Figure 1. Clock routing (run 1).
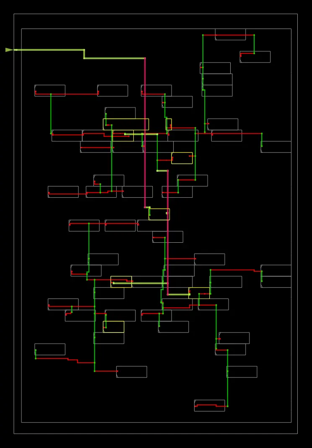
Figure 2. Sequential cells grouped by signal name (run 1).
The bar under the picture is 20 µm long. Other sequential cells in the stronger grey, the rest of the logic in the fainter grey.
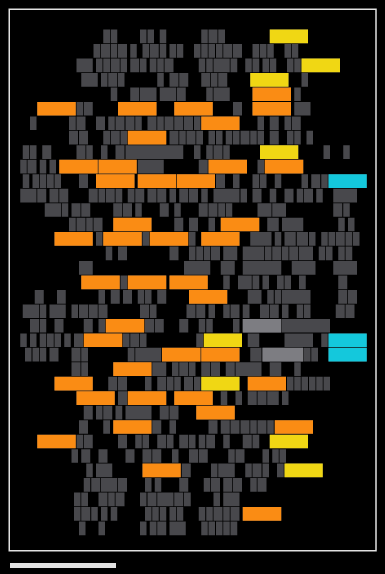
Figure 3. Placement by cell class (run 1).
Fill, decap, tap and diode cells in grey.
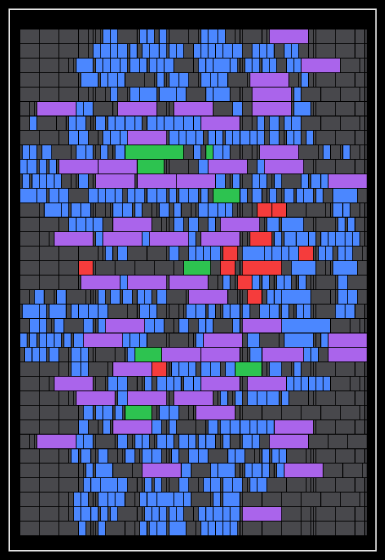
--- src/rtl/flat_io_pkg.sv ---
// Shared definitions for the flattened-IO frame serializer and its
// host-side counterparts: FSM state encoding, frame header byte and the
// byte-wise XOR checksum.
package flat_io_pkg;

    typedef enum logic [1:0] {
        IDLE = 2'd0,
        HDR  = 2'd1,
        DATA = 2'd2,
        CSUM = 2'd3
    } state_e;

    localparam logic [7:0] FRAME_HEADER = 8'hA5;

    // Widest word xor_bytes can fold; callers zero-extend into this width.
    localparam int XOR_MAX_BYTES = 32;
    localparam int XOR_MAX_BITS  = XOR_MAX_BYTES * 8;

    // XOR of the low nb byte slices of word. Bytes above nb are ignored,
    // so one function serves every word width up to XOR_MAX_BYTES.
    function automatic logic [7:0] xor_bytes(input logic [XOR_MAX_BITS-1:0] word,
                                             input int                      nb);
        logic [7:0] acc;
        acc = '0;
        for (int i = 0; i < XOR_MAX_BYTES; i++) begin
            if (i < nb) begin
                acc = acc ^ word[i*8 +: 8];
            end
        end
        return acc;
    endfunction

endpackage

--- src/rtl/flat_result_serializer.sv ---
// Streams one captured WIDTH-bit word to the host as a byte frame:
// header, data bytes MSB-first, then an XOR checksum byte marked tx_last.
module flat_result_serializer
    import flat_io_pkg::*;
#(
    parameter int         WIDTH  = 40,
    parameter logic [7:0] HEADER = FRAME_HEADER
) (
    input  logic             clk,
    input  logic             rst,
    input  logic             cap_valid,
    output logic             cap_ready,
    input  logic [WIDTH-1:0] cap_data,
    output logic             tx_valid,
    input  logic             tx_ready,
    output logic [7:0]       tx_data,
    output logic             tx_last,
    output logic             busy
);

    localparam int NB = WIDTH / 8;
    localparam int IW = (NB > 1) ? $clog2(NB) : 1;
    localparam logic [IW-1:0] IDX_LAST = IW'(NB - 1);

    if ((WIDTH % 8) != 0 || WIDTH < 8 || WIDTH > XOR_MAX_BITS) begin : g_bad_width
        $error("flat_result_serializer: WIDTH must be a multiple of 8 in [8, %0d]", XOR_MAX_BITS);
    end

    state_e              state_q, state_d;
    logic [WIDTH-1:0]    shreg_q, shreg_d;
    logic [7:0]          csum_q,  csum_d;
    logic [IW-1:0]       idx_q,   idx_d;
    logic [XOR_MAX_BITS-1:0] cap_ext;

    // Zero-extend the capture word to the checksum helper's fixed width.
    always_comb begin
        cap_ext            = '0;
        cap_ext[WIDTH-1:0] = cap_data;
    end

    // Next-state logic for the frame FSM, shift register, index and checksum.
    always_comb begin
        // NOTE: every signal assigned here gets a default first, so no path
        // leaves it unassigned and no latch is inferred.
        state_d = state_q;
        shreg_d = shreg_q;
        csum_d  = csum_q;
        idx_d   = idx_q;
        unique case (state_q)
            IDLE: begin
                if (cap_valid) begin
                    shreg_d = cap_data;
                    csum_d  = xor_bytes(cap_ext, NB);
                    state_d = HDR;
                end
            end
            HDR: begin
                if (tx_ready) begin
                    idx_d   = '0;
                    state_d = DATA;
                end
            end
            DATA: begin
                if (tx_ready) begin
                    // Shift the next byte into the top slot; idx only decides
                    // when the last data byte has gone.
                    shreg_d = shreg_q << 8;
                    idx_d   = idx_q + 1'b1;
                    if (idx_q == IDX_LAST) begin
                        state_d = CSUM;
                    end
                end
            end
            CSUM: begin
                if (tx_ready) begin
                    state_d = IDLE;
                end
            end
            default: state_d = IDLE;
        endcase
    end

    // State registers; reset takes priority over any handshake in flight.
    always_ff @(posedge clk) begin
        // NOTE: sequential state uses non-blocking assignments so every
        // register samples the pre-edge value of its inputs.
        if (rst) begin
            state_q <= IDLE;
            shreg_q <= '0;
            csum_q  <= '0;
            idx_q   <= '0;
        end else begin
            state_q <= state_d;
            shreg_q <= shreg_d;
            csum_q  <= csum_d;
            idx_q   <= idx_d;
        end
    end

    // Output decode from registered state only; tx_ready never reaches tx_data.
    always_comb begin
        tx_data = '0;
        unique case (state_q)
            HDR:     tx_data = HEADER;
            DATA:    tx_data = shreg_q[WIDTH-1 -: 8];
            CSUM:    tx_data = csum_q;
            default: tx_data = '0;
        endcase
    end

    assign tx_valid  = (state_q != IDLE);
    assign tx_last   = (state_q == CSUM);
    assign busy      = (state_q != IDLE);
    assign cap_ready = !rst && (state_q == IDLE);

endmodule
--- config.mk ---
export PLATFORM = sky130hd
export DESIGN_NAME = flat_result_serializer
export DESIGN_NICKNAME = d
export VERILOG_FILES = /design/src/rtl/flat_io_pkg.sv /design/src/rtl/flat_result_serializer.sv
export SDC_FILE = /design/constraint.sdc
export NUM_CORES = 1
export LEC_CHECK = 0
export ABC_AREA = 1
export CAP_MARGIN = 15
export CORE_ASPECT_RATIO = 1.5
export CORE_MARGIN = 1.5
export CORE_UTILIZATION = 50
export CTS_CLUSTER_DIAMETER = 150
export DETAILED_ROUTE_END_ITERATION = 8
export DONT_BUFFER_PORTS = 1
export GPL_TIMING_DRIVEN = 1
export PLACE_DENSITY = 0.75
export SKIP_CTS_REPAIR_TIMING = 1
export SYNTH_ARGS = -nofsm -noshare
export SYNTH_HDL_FRONTEND = slang
export SYNTH_SLANG_ARGS = --single-unit
--- constraint.sdc ---
create_clock -name clk -period 2 [get_ports clk]
set_input_delay 0.4 -clock clk [delete_from_list [all_inputs] [get_ports clk]]
set_output_delay 0.4 -clock clk [all_outputs]
set_load 0.005 [all_outputs]
==> results_slide.txt, run 1 <==
Run Summary

Final layout
  • Nets: 558
  • Logic area: 1760 µm²
  • Fillers: 618
  • Antenna diode count: 0
  • Final core utilization: 54.6%

Synthesis
  • Yosys warning tally: 0
  • Post-synth top flop: dfxtp_1
  • Synth flops: 53
  • Floorplan Nets: 565
  • Post-synth EDFFs: 0

Placed design
  • Final HPWL DP: 5250 µm
  • DP Area: 3250 µm²

Setup path
  • R2R Path Start: state_q[0]
  • CP required: 1.60 ns
  • CP endpoint: tx_data[6]
  • Startpoint Class: flop
  • Largest fanout on the critical path: 18

Final timing
  • Setup TNS: 0 ns
  • Hold Slack: 0.158 ns
  • Min setup slack post-route: 0.123 ns
  • Unrepaired setup endpoints after global routing: no
  • # setup viols final: 0

Detailed routing
  • Wire length per cell after detailed routing: 12.2 µm
  • Initial DRT Pass Iterations: 4
  • Final ANT Viol Nets: 0
  • DRC viols: 0

Global route
  • Initial antenna violation count: 0

Clock tree
  • Clk latency late pin: 0.30 ns
  • Num CTS Buffers: 5
  • H-tree lvl count: 2
  • Clock slew at reported path FFs: 0.09 ns

Die
  • Die ar.: 6970 µm²
  • DIE WIDTH: 68.7 µm
  • Die H: 102 µm

Status
  • Status: finished, final reports clean
About Figure 1:
Setup Skew: 0.00634 ns
CTS sink count: 53
registers: 53

About Figure 2:
`csum_q`: drawn in yellow, sequential cells 8. `idx_q`: drawn in cyan, sequential cells 3. `shreg_q`: drawn in orange, sequential cells 40.
Another 2 sequential cells are not coloured.

About Figure 3:
remaining logic cells: drawn in blue, cells 437, share of their area 61%. remaining buffers and delay cells: drawn in red, cells 11, share of their area 3.0%. registers: drawn in purple, cells 53, share of their area 32%. clock drivers and dummy loads: drawn in green, cells 8, share of their area 3.5%.
cell area after layout: 3400 µm²
Seq area share: 31.3%
Core ar.: 6220 µm²
cell row count: 35

[run 1: cells by family (layout without fill, tap and decap cells)]
family	count (synthesis)	count (layout)	share of synthesized area [%]
AND-OR/OR-AND	110	110	17.2
AND/OR/NAND/NOR	235	235	30.0
flip-flops	53	53	32.8
XOR/XNOR	16	16	4.33
adder cells (fa/ha/maj)	6	6	2.32
buffers and inverters	95	89	13.4
[run 1: stage by stage]
stage / power [mW] / instances
finish: 4.12 / 583
CTS: 4.10 / 583
global placement: 3.31 / 575
global route: 4.50 / 583
floorplan: 3.09 / 515
detailed placement: 3.35 / 575
[run 1: layout make-up]
class,count,area share (%)
multi-input combinational,367,51.9
sequential,53,31.3
inverter,70,7.74
timing repair buffer,11,2.91
tap,74,2.73
clock buffer,7,2.54
clock inverter,1,0.884
[run 1: power breakdown]
group	internal, mW	leakage, nW	switching, mW
logic	0.641	1.11	1.17
registers	1.42	0.439	0.148
clock network	0.408	0.0585	0.336
[run 1: state kept, by name (all words and copies together), names as in the netlist]
| register | flops |
|---|---|
| csum_q | 8 |
| idx_q | 3 |
| shreg_q | 40 |
| state_q | 2 |
[run 1: critical path: stages (launching register included)]
cell     delay (ns)
dfxtp_1        0.35
inv_1          0.15
ha_4           0.21
buf_6          0.18
nand2_1        0.07
a21oi_1        0.21
[run 1: cells in the final DEF, fill, tap and decap left out]
cell / netlist / layout
a21oi_1: 40 / 39
dfxtp_2: 0 / 1
dfxtp_1: 53 / 52
xnor2_1: 8 / 8
nor2_4: 1 / 1
nor3_1: 1 / 1
inv_1: 67 / 67
buf_4: 5 / 9
buf_12: 0 / 1
nor2_1: 36 / 36
nand2_1: 141 / 141
o22ai_1: 4 / 4
buf_6: 6 / 1
a21oi_2: 0 / 1
ha_2: 0 / 2
o21ai_1: 26 / 26
bufinv_16: 0 / 1
xor2_1: 8 / 8
clkbuf_8: 0 / 6
ha_1: 6 / 3
nor2_2: 1 / 1
nand2_4: 1 / 1
o21ai_0: 40 / 40
inv_2: 3 / 3
clkbuf_1: 3 / 1
nand2_2: 2 / 2
ha_4: 0 / 1
nand3_1: 52 / 52
[run 1: how the worst min path moves through the flow]
stage | from | to | slack [ns]
CTS | rst | shreg_q[5] | 0.15
finish | rst | shreg_q[5] | 0.16
global placement | shreg_q[19] | shreg_q[19] | 0.43
detailed placement | shreg_q[10] | shreg_q[10] | 0.44
global route | rst | shreg_q[0] | 0.14
floorplan | shreg_q[22] | shreg_q[22] | 0.42
[run 1: routing by layer]
layer,vias up,GRT usage (%)
met5,-,0
met4,0,6.46
met3,6,3.89
met2,80,36.0
met1,1422,27.8
li1,1613,-
--- run 2 (diff from run 1) ---
--- a/config.mk
+++ b/config.mk
@@ -7,13 +7,12 @@
 export LEC_CHECK = 0
 export ABC_AREA = 1
 export CAP_MARGIN = 15
-export CORE_ASPECT_RATIO = 1.5
+export CORE_ASPECT_RATIO = 0.9
 export CORE_MARGIN = 1.5
 export CORE_UTILIZATION = 50
 export CTS_CLUSTER_DIAMETER = 150
 export DETAILED_ROUTE_END_ITERATION = 8
 export DONT_BUFFER_PORTS = 1
-export GPL_TIMING_DRIVEN = 1
 export PLACE_DENSITY = 0.75
 export SKIP_CTS_REPAIR_TIMING = 1
 export SYNTH_ARGS = -nofsm -noshare
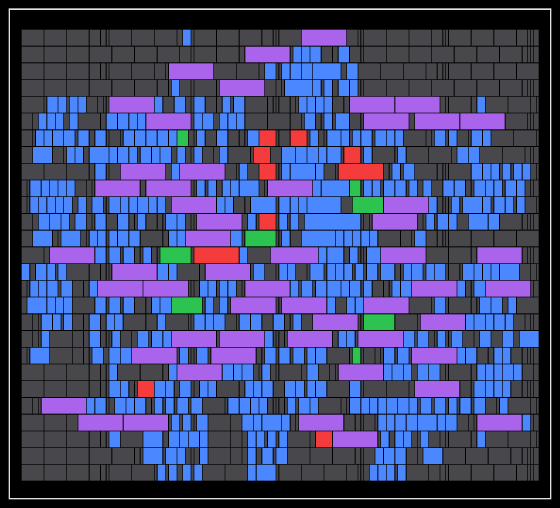
Figure 4: run 2, placement by cell class.
Fill, decap, tap and diode cells in grey.
clock drivers and dummy loads: drawn in green, cells 8, share of their area 2.5%. registers: drawn in purple, cells 53, share of their area 32%. remaining buffers and delay cells: drawn in red, cells 10, share of their area 3.1%. remaining logic cells: drawn in blue, cells 437, share of their area 62%.

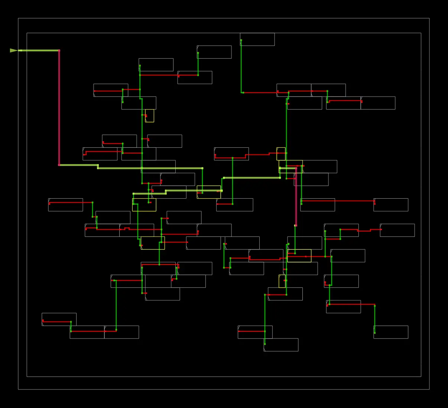
Figure 5: run 2, clock routing.
clk latency late pin: 0.30 ns
clk pwr: 0.579 mW
Setup Skew: 0.00728 ns

==> results_slide.txt, run 2 <==
Run Summary

Clock tree
  • H-tree lvl count: 2
  • Clock slew at reported path FFs: 0.09 ns
  • Num CTS Buffers: 5

Status
  • Status: finished, final reports clean

Detailed routing
  • Wire length per cell after detailed routing: 11.9 µm
  • Final ANT Viol Nets: 0
  • DRC viols: 0
  • Initial DRT Pass Iterations: 5

Placed design
  • # placed instances: 587
  • Final HPWL DP: 5240 µm

Final layout
  • Top Registers: shreg_q x40, csum_q x8, idx_q x3
  • Non-Filler Instances: 595
  • Most flop-heavy register: shreg_q
  • Logic area: 1760 µm²
  • Largest register FFs: 40
  • Antenna diode count: 0
  • Fillers: 633
  • Dominant logic cell type in the layout: nand2_1
  • Nets: 557

Power
  • Sequential power share: 38.9%
  • Internal: 2.34 mW
  • Net switching power: 1.67 mW
  • Power share of the combinational group: 46.7%

Setup path
  • Startpoint Class: flop
  • Largest fanout on the critical path: 7
  • Slowest cell on crit path: dfxtp_2
  • Most used cell, CP: nand2_1
  • Delay of the slowest critical-path stage: 0.41 ns
  • Crit path cell chain: ha_2 -> inv_1 -> o22ai_1 -> nand2_1 -> nand2_1
  • CP required: 1.60 ns

Final timing
  • Hold Slack: 0.152 ns
  • # setup viols final: 0

Synthesis
  • Yosys warning tally: 0
  • Floorplan Nets: 565
  • Post-synth top flop: dfxtp_1
  • Post-synth EDFFs: 0

Global route
  • Initial antenna violation count: 0

Die
  • Die H: 79.3 µm
-- run 2: cell counts after synthesis --
No cell type changed its count.
-- run 2: layout make-up --
type | count | share of cell area, %
Tap cell | 87 | 3.22
Clock inverter | 2 | 0.296
Sequential cell | 53 | 31.4
Timing Repair Buffer | 10 | 2.96
Inverter | 70 | 7.95
Clock buffer | 6 | 2.14
Multi-Input combinational cell | 367 | 52.1
-- run 2: final timing paths --
kind,to,start,slack [ns],cells past startpoint
setup / recovery,tx_data[7],state_q[1],0.11,5
hold / removal,shreg_q[6],rst,0.15,1
setup reg to reg,csum_q[4],state_q[0],0.27,8
hold reg to reg,shreg_q[17],shreg_q[17],0.45,2
-- run 2: metrics by stage --
| step | power [mW] | setup slack (ns) | area, µm² | TNS (ns) | utilization (%) |
|---|---|---|---|---|---|
| 6_report | 4.01 | 0.110 | 3390 | 0 | 54.8 |
| 5_1_grt | 4.40 | 0.0136 | 3390 | 0 | 54.8 |
| 4_1_cts | 3.99 | -0.0466 | 3360 | -0.175 | 54.3 |
| 3_5_place_dp | 3.42 | 0.106 | 3270 | 0 | 53.0 |
| 3_3_place_gp | 3.37 | 0.284 | 3270 | 0 | 53.0 |
| 2_1_floorplan | 3.09 | 0.328 | 3240 | 0 | - |
-- run 2: cell families after synthesis --
kind of cell,count (synthesis),share of synthesized area [%]
XOR/XNOR,16,4.33
adder cells (fa/ha/maj),6,2.32
AND-OR/OR-AND,110,17.2
buffers and inverters,95,13.4
AND/OR/NAND/NOR,235,30.0
flip-flops,53,32.8
-- run 2: routing by layer --
layer / global-route usage, % / vias to the layer above
li1: - / 1616
met1: 28.9 / 1339
met2: 35.4 / 81
met3: 4.57 / 4
met4: 4.29 / 0
met5: 0 / -
-- run 2: worst reg2reg max path, cell delays in order, from the launching register on --
cell and delay [ns]:
dfxtp_1 0.39, inv_1 0.12, ha_2 0.28, nand2_1 0.21, clkinvlp_4 0.31, nor2_1 0.16, nor2_1 0.06, nand2_1 0.06
inv_1 0.03
-- run 2: power groups by stage --
stage                     combinational [mW]  sequential, mW  clock (mW)
after floorplan                         1.55            1.54           0
final                                   1.87            1.56       0.579
after global placement                  1.80            1.57           0
after global routing                    2.16            1.60       0.646
after detailed placement                1.84            1.58           0
after CTS                               1.85            1.55       0.589
Power figures rest on the tool's default switching activity, not on a simulated workload.
